### Met1 routing, run 1

The bar under the picture is 20 um long. Cells faint in the background.
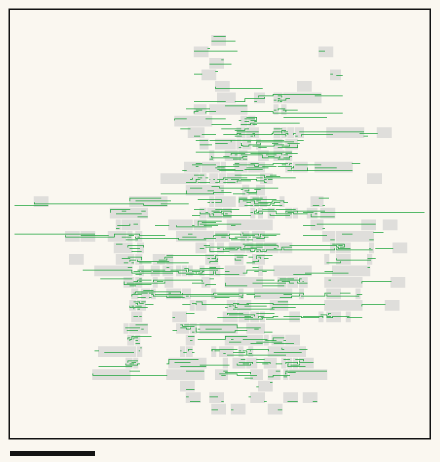
### Signal wires on met2, run 1

The bar under the picture is 20 um long. Cells faint in the background.
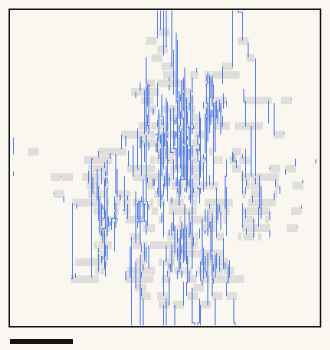
### Signal wires on met3, run 1

The bar under the picture is 20 um long. Cells faint in the background.
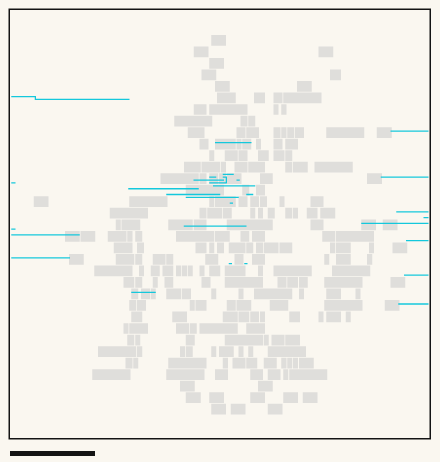
File: config.mk
export PLATFORM = sky130hd
export DESIGN_NAME = logic_gate_bist
export DESIGN_NICKNAME = d
export VERILOG_FILES = /design/src/rtl/logic_gate_pkg.sv /design/src/rtl/logic_gate_bist.sv
export SDC_FILE = /design/constraint.sdc
export NUM_CORES = 1
export LEC_CHECK = 0
export CAP_MARGIN = 20
export CORE_AREA = 5 5 94 96
export DETAILED_ROUTE_END_ITERATION = 6
export DIE_AREA = 0 0 99 101
export SYNTH_ARGS = -nofsm -noshare
export SYNTH_HDL_FRONTEND = slang
export SYNTH_SLANG_ARGS = --single-unit
File: constraint.sdc
create_clock -name clk -period 3.51 [get_ports clk]
set_input_delay 0.702 -clock clk [delete_from_list [all_inputs] [get_ports clk]]
set_output_delay 0.702 -clock clk [all_outputs]
set_load 0.005 [all_outputs]
File: src/rtl/logic_gate_pkg.sv
// Shared definitions for the logic_gate BIST: FSM encoding, gate_out bit map and golden model.
package logic_gate_pkg;

    typedef enum logic [1:0] {
        StIdle,
        StSettle,
        StCheck,
        StDone
    } bist_state_e;

    localparam int unsigned AND_IDX     = 0;
    localparam int unsigned OR_IDX      = 1;
    localparam int unsigned XOR_IDX     = 2;
    localparam int unsigned XNOR_IDX    = 3;
    localparam int unsigned NAND_IDX    = 4;
    localparam int unsigned NOTB_IDX    = 5;
    localparam int unsigned NUM_GATES   = 6;
    localparam int unsigned NUM_VECTORS = 4;

    function automatic logic [NUM_GATES-1:0] expected_gates(input logic a, input logic b);
        logic [NUM_GATES-1:0] e;
        e           = '0;
        e[AND_IDX]  = a & b;
        e[OR_IDX]   = a | b;
        e[XOR_IDX]  = a ^ b;
        e[XNOR_IDX] = ~(a ^ b);
        e[NAND_IDX] = ~(a & b);
        e[NOTB_IDX] = ~b;
        return e;
    endfunction

endpackage

File: src/rtl/logic_gate_bist.sv
// BIST sequencer for logic_gate: walks all {a,b} vectors, checks the six outputs against the
// golden table and reports pass/fail, a saturating error count and the first failing vector.
module logic_gate_bist
    import logic_gate_pkg::*;
#(
    parameter int unsigned SETTLE_CYCLES = 2,
    parameter int unsigned LOOPS         = 1
) (
    input  logic                 clk,
    input  logic                 rst_n,
    input  logic                 start,
    input  logic                 abort,
    output logic                 gate_a,
    output logic                 gate_b,
    input  logic [NUM_GATES-1:0] gate_out,
    output logic                 busy,
    output logic                 done,
    output logic                 pass,
    output logic [7:0]           err_count,
    output logic [1:0]           first_fail_vec,
    output logic [NUM_GATES-1:0] first_fail_mask
);

    localparam int unsigned CntW  = $clog2(SETTLE_CYCLES + 1);
    localparam int unsigned LoopW = $clog2(LOOPS + 1);

    bist_state_e state_q, state_d;

    logic [CntW-1:0]      cnt_q, cnt_d;
    logic [1:0]           vec_q, vec_d;
    logic [LoopW-1:0]     loop_q, loop_d;
    logic                 gate_a_q, gate_a_d;
    logic                 gate_b_q, gate_b_d;
    logic                 pass_q, pass_d;
    logic [7:0]           err_q, err_d;
    logic [1:0]           ff_vec_q, ff_vec_d;
    logic [NUM_GATES-1:0] ff_mask_q, ff_mask_d;

    logic [NUM_GATES-1:0] mismatch_mask;
    logic                 last_vec;

    assign mismatch_mask = gate_out ^ expected_gates(vec_q[1], vec_q[0]);
    assign last_vec      = (vec_q == 2'(NUM_VECTORS - 1)) && (loop_q == LoopW'(LOOPS - 1));

    always_ff @(posedge clk or negedge rst_n) begin
        if (!rst_n) begin
            state_q <= StIdle;
        end else begin
            state_q <= state_d;
        end
    end

    always_comb begin
        state_d = state_q;
        case (state_q)
            StIdle:   if (start && !abort) state_d = StSettle;
            StSettle: begin
                if (abort) begin
                    state_d = StIdle;
                end else if (cnt_q == '0) begin
                    state_d = StCheck;
                end
            end
            StCheck:  begin
                if (abort) begin
                    state_d = StIdle;
                end else if (last_vec) begin
                    state_d = StDone;
                end else begin
                    state_d = StSettle;
                end
            end
            StDone:   state_d = StIdle;
            default:  state_d = StIdle;
        endcase
    end

    always_comb begin
        busy = (state_q == StSettle) || (state_q == StCheck);
        done = (state_q == StDone);
    end

    always_comb begin
        cnt_d     = cnt_q;
        vec_d     = vec_q;
        loop_d    = loop_q;
        gate_a_d  = gate_a_q;
        gate_b_d  = gate_b_q;
        pass_d    = pass_q;
        err_d     = err_q;
        ff_vec_d  = ff_vec_q;
        ff_mask_d = ff_mask_q;
        case (state_q)
            StIdle: begin
                if (start && !abort) begin
                    cnt_d     = CntW'(SETTLE_CYCLES - 1);
                    vec_d     = '0;
                    loop_d    = '0;
                    gate_a_d  = 1'b0;
                    gate_b_d  = 1'b0;
                    pass_d    = 1'b0;
                    err_d     = '0;
                    ff_vec_d  = '0;
                    ff_mask_d = '0;
                end
            end
            StSettle: begin
                if (abort) begin
                    pass_d   = 1'b0;
                    gate_a_d = 1'b0;
                    gate_b_d = 1'b0;
                end else if (cnt_q != '0) begin
                    cnt_d = cnt_q - CntW'(1);
                end
            end
            StCheck: begin
                if (abort) begin
                    pass_d   = 1'b0;
                    gate_a_d = 1'b0;
                    gate_b_d = 1'b0;
                end else begin
                    if (mismatch_mask != '0) begin
                        // Counter saturates, so a zero count reliably marks the first miss.
                        if (err_q == 8'd0) begin
                            ff_vec_d  = vec_q;
                            ff_mask_d = mismatch_mask;
                        end
                        if (err_q != 8'hFF) err_d = err_q + 8'd1;
                    end
                    if (last_vec) begin
                        pass_d   = (err_d == 8'd0);
                        gate_a_d = 1'b0;
                        gate_b_d = 1'b0;
                    end else begin
                        vec_d    = vec_q + 2'd1;
                        if (vec_q == 2'(NUM_VECTORS - 1)) loop_d = loop_q + LoopW'(1);
                        cnt_d    = CntW'(SETTLE_CYCLES - 1);
                        gate_a_d = vec_d[1];
                        gate_b_d = vec_d[0];
                    end
                end
            end
            default: ;
        endcase
    end

    always_ff @(posedge clk or negedge rst_n) begin
        if (!rst_n) begin
            cnt_q     <= '0;
            vec_q     <= '0;
            loop_q    <= '0;
            gate_a_q  <= 1'b0;
            gate_b_q  <= 1'b0;
            pass_q    <= 1'b0;
            err_q     <= '0;
            ff_vec_q  <= '0;
            ff_mask_q <= '0;
        end else begin
            cnt_q     <= cnt_d;
            vec_q     <= vec_d;
            loop_q    <= loop_d;
            gate_a_q  <= gate_a_d;
            gate_b_q  <= gate_b_d;
            pass_q    <= pass_d;
            err_q     <= err_d;
            ff_vec_q  <= ff_vec_d;
            ff_mask_q <= ff_mask_d;
        end
    end

    assign gate_a          = gate_a_q;
    assign gate_b          = gate_b_q;
    assign pass            = pass_q;
    assign err_count       = err_q;
    assign first_fail_vec  = ff_vec_q;
    assign first_fail_mask = ff_mask_q;

endmodule

==> results.txt, run 1 <==
Worst setup path end - pass
Cell count along the critical path - 7
Hold path endpoint - cnt_q[1]
Critical path class - reg2reg
Clock Skews - 0.00520 ns
Final cell utilization of the core - 0.283
Outcome - completed
Clk_lat worst skew - 0.28 ns
Rows - 33
R2R Path End - pass
HPWL after DPL - 3360 um
XORs/XNORs by Area - 0.0346
Power per Cell Area - 450 mW/mm2
Sw Pwr - 0.344 mW
Grt met2 use - 0.154
CP top delay family - AND-OR/OR-AND gates
GRT Util Overall - 0.0914
Uppermost layer routed - met4
Layout area overhead - 27.5%
Seq share, synth - 0.367
1st-iter DRT viols - 105
Clock power share - 0.253
Grt met3 use - 0.0208
Synth cell count leaders - dfrtp_1, inv_1, nand2_1
Vias in the first global route - 1468
Cts bufs inserted - 3
# port buffers - 30
Clk. pwr - 0.257 mW
MUX share of area - 0.0749
Largest cells by area - dfrtp_1, ha_1, mux2i_1, inv_1, o21ai_0
Comb. cell area - 0.00101 mm2
Clock buffer count - 3
Crit path max fanout - 12
Die height - 101 um
Max reg flops - 8
Reg-to-reg setup timing slack - 0.61 ns
Non-clock buffer share - 0.143
Fp util - 0.222
Slew Viols, Final - 0
Worst R2R Start - vec_q[0]
Slew @ Worst Pin - 0.678 ns
Post-place setup slack - 0.399 ns
Inverters - 20
Overflow left after global routing - 0
Crit path largest cell delay - 0.44 ns
Number of inserted diodes - 0
Worst path cell trace - inv_1, ha_1, or3b_1, a211o_1, or2_0, o31a_1, o41ai_2
Max VDD drop - 0.154 mV
# Max-Cap Violations - 0
R2R depth - 7
Pint - 0.672 mW
Hold Fails Final Rpt - 0
Nets@finish - 247
Clock network area share - 0.0316
Unrepaired setup endpoints after global routing - false
Flop pwr share - 0.370
Layout cells sized above 1 - 0.0617
Seq/total area - 0.288
Clock Pin Slew Worst Setup and Hold Paths - 0.10 ns
Cycle use final - 0.827
Chip area - 0.0100 mm2
Cell Type Count - 51
Antenna violations before repair - 0
Core area - 0.00797 mm2
YS chip area - 0.00177 mm2
Fmax - 344 MHz
Routability Congestion - 0.845
ANT nets after route - 0
Multi-In Gates - 144
Netlist Area Pre-Place - 0.00177 mm2
Mapped Nets - 219
TritonCTS clock tree - done
Met3 WL - 217 um
Most frequent cells in the layout - clkdlybuf4s50_1, dfrtp_1, inv_1
Most Used Layer, Global Route - met2
DP Cell Count - 328
FILL cells - 849
Comb power frac - 0.377
-- 'Met1 routing' (at the start) --
wire length on this layer: 2010 um
main direction: horizontal
final wirelength: 4540 um
GR Util met1: 0.115
routed via count: 1539

-- 'Signal wires on met2' (at the start) --
nets with wire on the layer: 195
main direction: vertical
longest straight run: 37.9 um
wire length on this layer: 2270 um

-- 'Signal wires on met3' (at the start) --
wire length on this layer: 217 um
main direction: horizontal
nets with wire on the layer: 25

==> run 2: changes to the inputs <==
==> constraint.sdc (replaced) <==
create_clock -name clk -period 2.9 [get_ports clk]
set_input_delay 0.58 -clock clk [delete_from_list [all_inputs] [get_ports clk]]
set_output_delay 0.58 -clock clk [all_outputs]
set_load 0.005 [all_outputs]
==> run 2 against run 1 <==
Critical path depth unchanged. Fmax is 12% higher. Die area did not move. Core utilization rose by 0.57 points. Worst setup slack lost 0.29 ns. Synthesized area stayed put. Clock skew increased by 0.0019 ns. Sequential share of layout area is 0.56 points lower. Clock power is 22% higher. Global-route usage grew 0.69 points. Worst hold slack gained 0.0033 ns.
==> results.txt, run 2 <==
Cell Type Count - 51
# port buffers - 30
Outcome - completed
Grt met2 use - 0.175
HPWL after DPL - 3590 um
Hold Fails Final Rpt - 0
Crit path largest cell delay - 0.41 ns
GR Util met1 - 0.121
Met3 WL - 192 um
Clk. pwr - 0.314 mW
Critical path class - reg2reg
ANT nets after route - 0
Final cell utilization of the core - 0.289
# Max-Cap Violations - 0
Largest cells by area - dfrtp_1, ha_1, mux2i_1, inv_1, o21ai_0
Worst path cell trace - inv_1, ha_1, or3b_1, a211o_1, or2_0, o31a_1, o41ai_2
Clock buffer count - 3
1st-iter DRT viols - 93
Fp util - 0.222
Layout cells sized above 1 - 0.0858
Cell count along the critical path - 7
Unrepaired setup endpoints after global routing - false
Cts bufs inserted - 3
Comb. cell area - 0.00101 mm2
Core area - 0.00797 mm2
GRT Util Overall - 0.0983
Clock Skews - 0.00706 ns
Multi-In Gates - 144
Chip area - 0.0100 mm2
Post-place setup slack - 0.106 ns
Most Used Layer, Global Route - met2
Flop pwr share - 0.363
TritonCTS clock tree - done
Clock Pin Slew Worst Setup and Hold Paths - 0.10 ns
Routed via count - 1588
Power per Cell Area - 545 mW/mm2
R2R Path End - pass
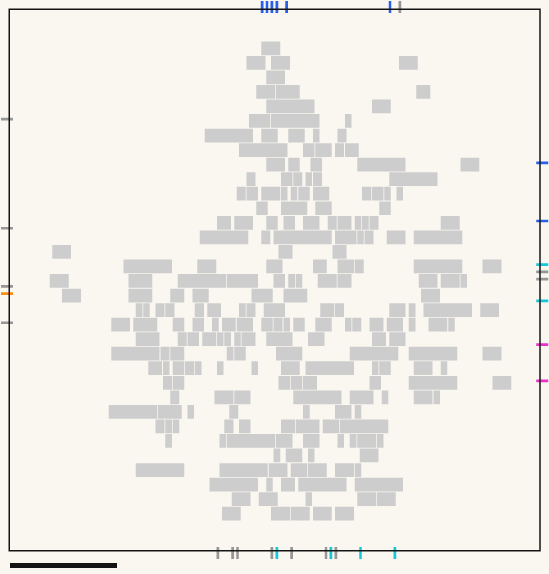
*Pin map, run 2*
The bar under the picture is 20 um long. Pins as bars across the die edge, other pins in grey.
legend:
  `err_count`:
    colour: blue
    pins: 8
    direction: output
    edge: 6 north, 2 east
  `first_fail_vec`:
    colour: magenta
    pins: 2
    direction: output
    edge: east
  `first_fail_mask`:
    colour: cyan
    pins: 6
    direction: output
    edge: 4 south, 2 east
  `done`:
    colour: orange
    pins: 1
    direction: output
    edge: west
all pins by edge: 11 south, 8 east, 7 north, 5 west

==> run 3: changes to the inputs <==
--- a/config.mk
+++ b/config.mk
@@ -9,6 +9,7 @@
 export CORE_AREA = 5 5 94 96
 export DETAILED_ROUTE_END_ITERATION = 6
 export DIE_AREA = 0 0 99 101
+export GPL_ROUTABILITY_DRIVEN = 0
 export SYNTH_ARGS = -nofsm -noshare
 export SYNTH_HDL_FRONTEND = slang
 export SYNTH_SLANG_ARGS = --single-unit
==> constraint.sdc (replaced) <==
create_clock -name clk -period 2.5 [get_ports clk]
set_input_delay 0.5 -clock clk [delete_from_list [all_inputs] [get_ports clk]]
set_output_delay 0.5 -clock clk [all_outputs]
set_load 0.01 [all_outputs]
==> run 3 against run 2 <==
Worst hold slack gained 0.0031 ns. Sequential power grew 15%. Core utilization grew 1.2 points. Highest routed layer unchanged. Critical path depth unchanged. Worst setup slack lost 0.21 ns. Largest power group unchanged. Largest cell class unchanged. Routed wire length grew 1.5%.
==> results.txt, run 3 <==
Outcome - completed
Cell count along the critical path - 7
ANT nets after route - 0
Layout cells sized above 1 - 0.140
YS chip area - 0.00177 mm2
Slew @ Worst Pin - 0.608 ns
Max VDD drop - 0.220 mV
Netlist Area Pre-Place - 0.00177 mm2
Seq share, synth - 0.367
1st-iter DRT viols - 59
Crit path max fanout - 7
Cell Type Count - 51
Final cell utilization of the core - 0.301
Flop pwr share - 0.348
Clock buffer count - 3
HPWL after DPL - 3620 um
Synth cell count leaders - dfrtp_1, inv_1, nand2_1
Unrepaired setup endpoints after global routing - false
Clock power share - 0.240
Vias in the first global route - 1649
XORs/XNORs by Area - 0.0346
Reg-to-reg setup timing slack - 0.11 ns
Chip area - 0.0100 mm2
Grt met2 use - 0.168
Number of inserted diodes - 0
Non-clock buffer share - 0.185
Cycle use final - 0.957
Hold Fails Final Rpt - 0
Clk_lat worst skew - 0.28 ns
Sw Pwr - 0.518 mW
Fmax - 418 MHz
Pint - 0.991 mW
Nets@finish - 263
Overflow left after global routing - 0
Die height - 101 um
Fp util - 0.222
Grt met3 use - 0.0152
Worst path cell trace - inv_2, ha_4, or3b_1, a211o_4, or2_1, o31a_1, o41ai_2
Cts bufs inserted - 3
Antenna violations before repair - 0
Clock Skews - 0.00350 ns
Crit path largest cell delay - 0.40 ns
Largest cells by area - dfrtp_1, ha_1, mux2i_1, inv_1, o21ai_0
R2R Path End - pass
CP top delay family - AND-OR/OR-AND gates
Rows - 33
Clock network area share - 0.0297
Mapped Nets - 219
GR Util met1 - 0.123
Hold path endpoint - cnt_q[1]
Met3 WL - 219 um
Max reg flops - 8
TritonCTS clock tree - done
Power per Cell Area - 629 mW/mm2
MUX share of area - 0.0749
Final wirelength - 4730 um
Post-place setup slack - -0.203 ns
Slew Viols, Final - 0
Worst setup path end - pass
# port buffers - 30
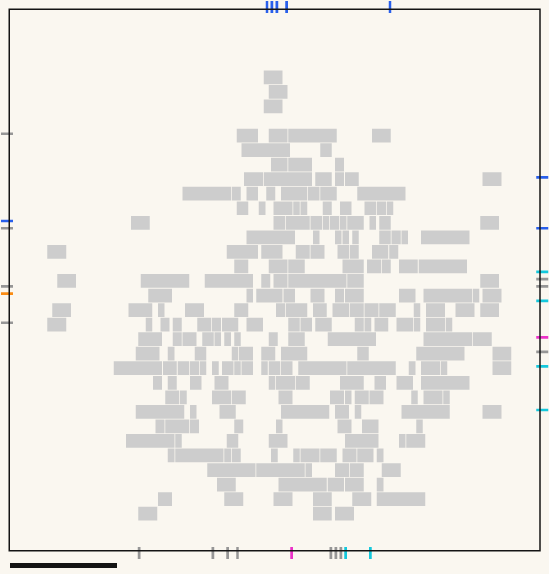
*Pin map, run 3*
The bar under the picture is 20 um long. Pins as bars across the die edge, other pins in grey.
legend:
  `first_fail_mask`:
    colour: cyan
    pins: 6
    direction: output
    edge: 4 east, 2 south
  `done`:
    colour: orange
    pins: 1
    direction: output
    edge: west
  `err_count`:
    colour: blue
    pins: 8
    direction: output
    edge: 5 north, 2 east, 1 west
  `first_fail_vec`:
    colour: magenta
    pins: 2
    direction: output
    edge: 1 east, 1 south
all pins by edge: 10 south, 10 east, 6 west, 5 north

Power and IR drop assume default switching activity.
